**config.mk**
```make
export PLATFORM = sky130hd
export DESIGN_NAME = twobit_26x18_mesh
export DESIGN_NICKNAME = d
export VERILOG_FILES = /design/src/rtl/twobit_26x18_mesh_pkg.sv /design/src/rtl/twobit_26x18_mesh_cell.sv /design/src/rtl/twobit_26x18_mesh.sv
export SDC_FILE = /design/constraint.sdc
export NUM_CORES = 2
export LEC_CHECK = 0
export CAP_MARGIN = 0
export CORE_AREA = 4 4 551 553
export CTS_CLUSTER_SIZE = 14
export DETAILED_ROUTE_END_ITERATION = 8
export DIE_AREA = 0 0 555 557
export GPL_TIMING_DRIVEN = 0
export PLACE_DENSITY = 0.5
export SYNTH_ARGS = -nofsm -noshare
export SYNTH_HDL_FRONTEND = slang
export SYNTH_SLANG_ARGS = --single-unit
```
**constraint.sdc**
```tcl
create_clock -name clk -period 2.3 [get_ports clk]
set_input_delay 0.345 -clock clk [delete_from_list [all_inputs] [get_ports clk]]
set_output_delay 0.345 -clock clk [all_outputs]
set_load 0.02 [all_outputs]
```
**src/rtl/twobit_26x18_mesh_pkg.sv**
```systemverilog
// Shared constants and index helpers for the toroidal 2-bit mesh.
// Cells are numbered row-major; both neighbour lookups wrap around the mesh edges.
package mesh_pkg;

  localparam int ROWS   = 26;
  localparam int COLS   = 18;
  localparam int THRESH = 5;
  localparam int CELLS  = ROWS * COLS;

  function automatic int cell_index(input int r, input int c, input int cols);
    return r * cols + c;
  endfunction

  // Column 0 takes its west value from the last column of the same row.
  function automatic int west_of(input int k, input int cols);
    int r;
    int c;
    r = k / cols;
    c = k % cols;
    return r * cols + ((c + cols - 1) % cols);
  endfunction

  // Row 0 takes its north value from the last row of the same column.
  function automatic int north_of(input int k, input int rows, input int cols);
    int r;
    int c;
    r = k / cols;
    c = k % cols;
    return ((r + rows - 1) % rows) * cols + c;
  endfunction

endpackage

```
**src/rtl/twobit_26x18_mesh_cell.sv**
```systemverilog
// One mesh cell: adds its own, west and north registered values and
// registers whether that sum reaches the threshold.
module mesh_cell #(
  parameter int THRESH = mesh_pkg::THRESH
) (
  input  logic       clk,
  input  logic       rst,
  input  logic [1:0] i_own,
  input  logic [1:0] i_west,
  input  logic [1:0] i_north,
  output logic       o_flag
);

  logic [3:0] w_sum;
  logic       r_flag;

  // Three 2-bit operands peak at 9, so 4 bits never overflow.
  assign w_sum = 4'(i_own) + 4'(i_west) + 4'(i_north);

  always_ff @(posedge clk) begin
    if (rst) begin
      r_flag <= 1'b0;
    end else begin
      r_flag <= (w_sum >= 4'(THRESH));
    end
  end

  assign o_flag = r_flag;

endmodule

```
**src/rtl/twobit_26x18_mesh.sv**
```systemverilog
// Toroidal mesh of 2-bit cells: registers the flat input bus, then every
// cell flags whether own + west + north reaches THRESH, two edges after sampling.
module twobit_26x18_mesh
  import mesh_pkg::*;
#(
  parameter int ROWS   = mesh_pkg::ROWS,
  parameter int COLS   = mesh_pkg::COLS,
  parameter int THRESH = mesh_pkg::THRESH
) (
  input  logic                       clk,
  input  logic                       rst,
  input  logic [2*ROWS*COLS-1:0]     inp,
  output logic [ROWS*COLS-1:0]       out
);

  localparam int NCELLS = ROWS * COLS;

  logic [NCELLS-1:0][1:0] r_in_q;
  logic [NCELLS-1:0]      w_flags;

  always_ff @(posedge clk) begin
    if (rst) begin
      r_in_q <= '0;
    end else begin
      r_in_q <= inp;
    end
  end

  genvar gi, gj;
  generate
    for (gi = 0; gi < ROWS; gi++) begin : g_row
      for (gj = 0; gj < COLS; gj++) begin : g_col
        localparam int K  = cell_index(gi, gj, COLS);
        localparam int KW = west_of(K, COLS);
        localparam int KN = north_of(K, ROWS, COLS);

        mesh_cell #(
          .THRESH (THRESH)
        ) u_cell (
          .clk     (clk),
          .rst     (rst),
          .i_own   (r_in_q[K]),
          .i_west  (r_in_q[KW]),
          .i_north (r_in_q[KN]),
          .o_flag  (w_flags[K])
        );
      end
    end
  endgenerate

  assign out = w_flags;

endmodule

```
Figure 1. Routed metal, one color a layer.
Scale: 1 px per um.
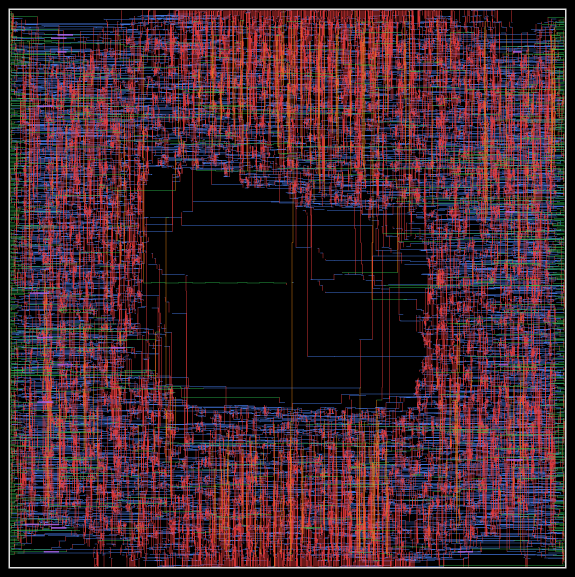
red -> M2  # wire length 169 mm
blue -> M1  # wire length 151 mm
orange -> M4  # wire length 14500 um
purple -> M5  # wire length 226 um
green -> M3  # wire length 19600 um

Figure 2. Met4 routing.
Scale: 1 px per um. Cells faint in the background.
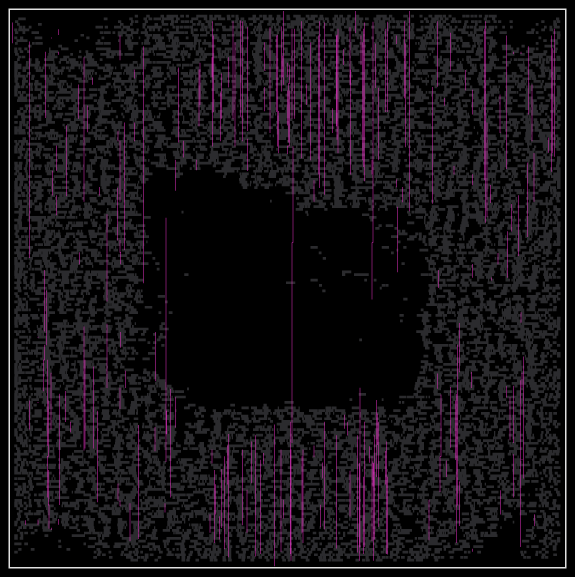
share of all routed wire = 4.1%
longest straight run = 244 um
nets with wire on the layer = 155
main direction = vertical

Figure 3. Routing congestion map.
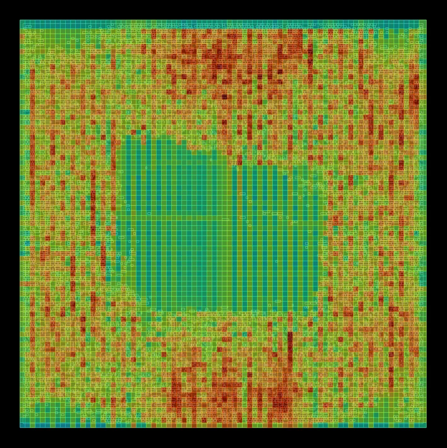
Total Routing Usage GR: 22.5%
fin util: 41.1%
GR peak layer: met2

Figure 4. Close-up of the layout.
Region (406, 129) to (426, 149) um. Cells in gray, sequential cells in the stronger gray; small squares are vias.
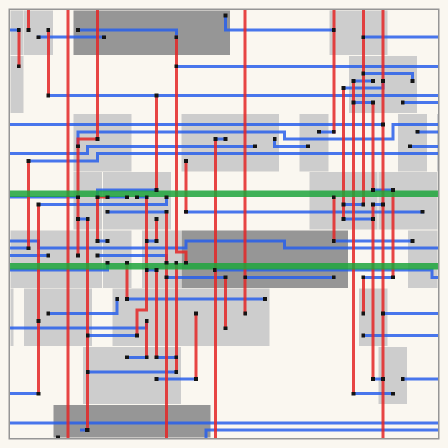
green -> M3
blue -> M1
red -> M2
netlist names of flops here include = `g_row.g_col.u_cell.o_flag` (2), `r_in_q` (1)
most frequent = nor2_1 (5), ha_1 (4)
cells with their middle in the window = 22
sequential cells in the window = 3

==> results.cfg <==
; implementation run metrics
[die]
die_y_um = 557
tap-cell-count = 3958

[detailed_routing]
postRouteAntennaNets = 0
routed-wl-met2_um = 169000
dr_total_vias = 68100
wl_met1_um = 151000

[cells_and_area]
nets = 14200
antenna_cells = 29
nFillCells = 29100
lay_top_cells = ha_1 (1401), inv_1 (1383), dfxtp_1 (1229), clkdlybuf4s50_1 (998), nor2b_1 (936)
ff_count = 1404

[sta]
fin_crit_sh_pct = 101
finClkSkew_ns = 0.0334
fin_crit_ns = 2.31
relSlewSlack_pct = 39.0
setup_ws_ns = -0.0119
holdWs_ns = 0.0780
maxSlewViolCount = 0
setup_viol = 1

[yosys]
synthTopCellsByArea = dfxtp_1 (30%), fa_1 (20%), ha_1 (19%)
synth_adder_area_share_pct = 38.7
synth-simple-area-share_pct = 9.84
synthTopCellsByCount = dfxtp_1 (1404), ha_1 (1404), inv_1 (1404), fa_1 (936), nor2b_1 (936)
syn-instance-count = 9038

[global_route]
grt_first_pass_wirelength_um = 508000
grt_pass1_vias = 74800
grt_overflow_total = 0
grt_max_degree = 14

[critical_path]
cp-endpoint = g_row[11].g_col[17].u_cell.o_flag
r2r_end = g_row[11].g_col[17].u_cell.o_flag
startpoint_type = flop
crit_buf_inv = 2
slowest_delay_ns = 0.52
worst_path_max_delay_cell = fa_2

[power]
switching_power_uw = 23300
p_int_uw = 53100
p_clk_share_pct = 40.1
vdd_ir_drop_max_v = 0.000578

[placed_design]
dpl-instance-area_um2 = 113000
dp_hpwl_um = 305000

[min_path]
min_to = r_in_q[640]
min_from = inp[640]

[run_status]
violations = negative setup slack
status = finished, violations left

[clock_tree]
worstSkewPairLatency_ns = 0.87
cts_resized = 547
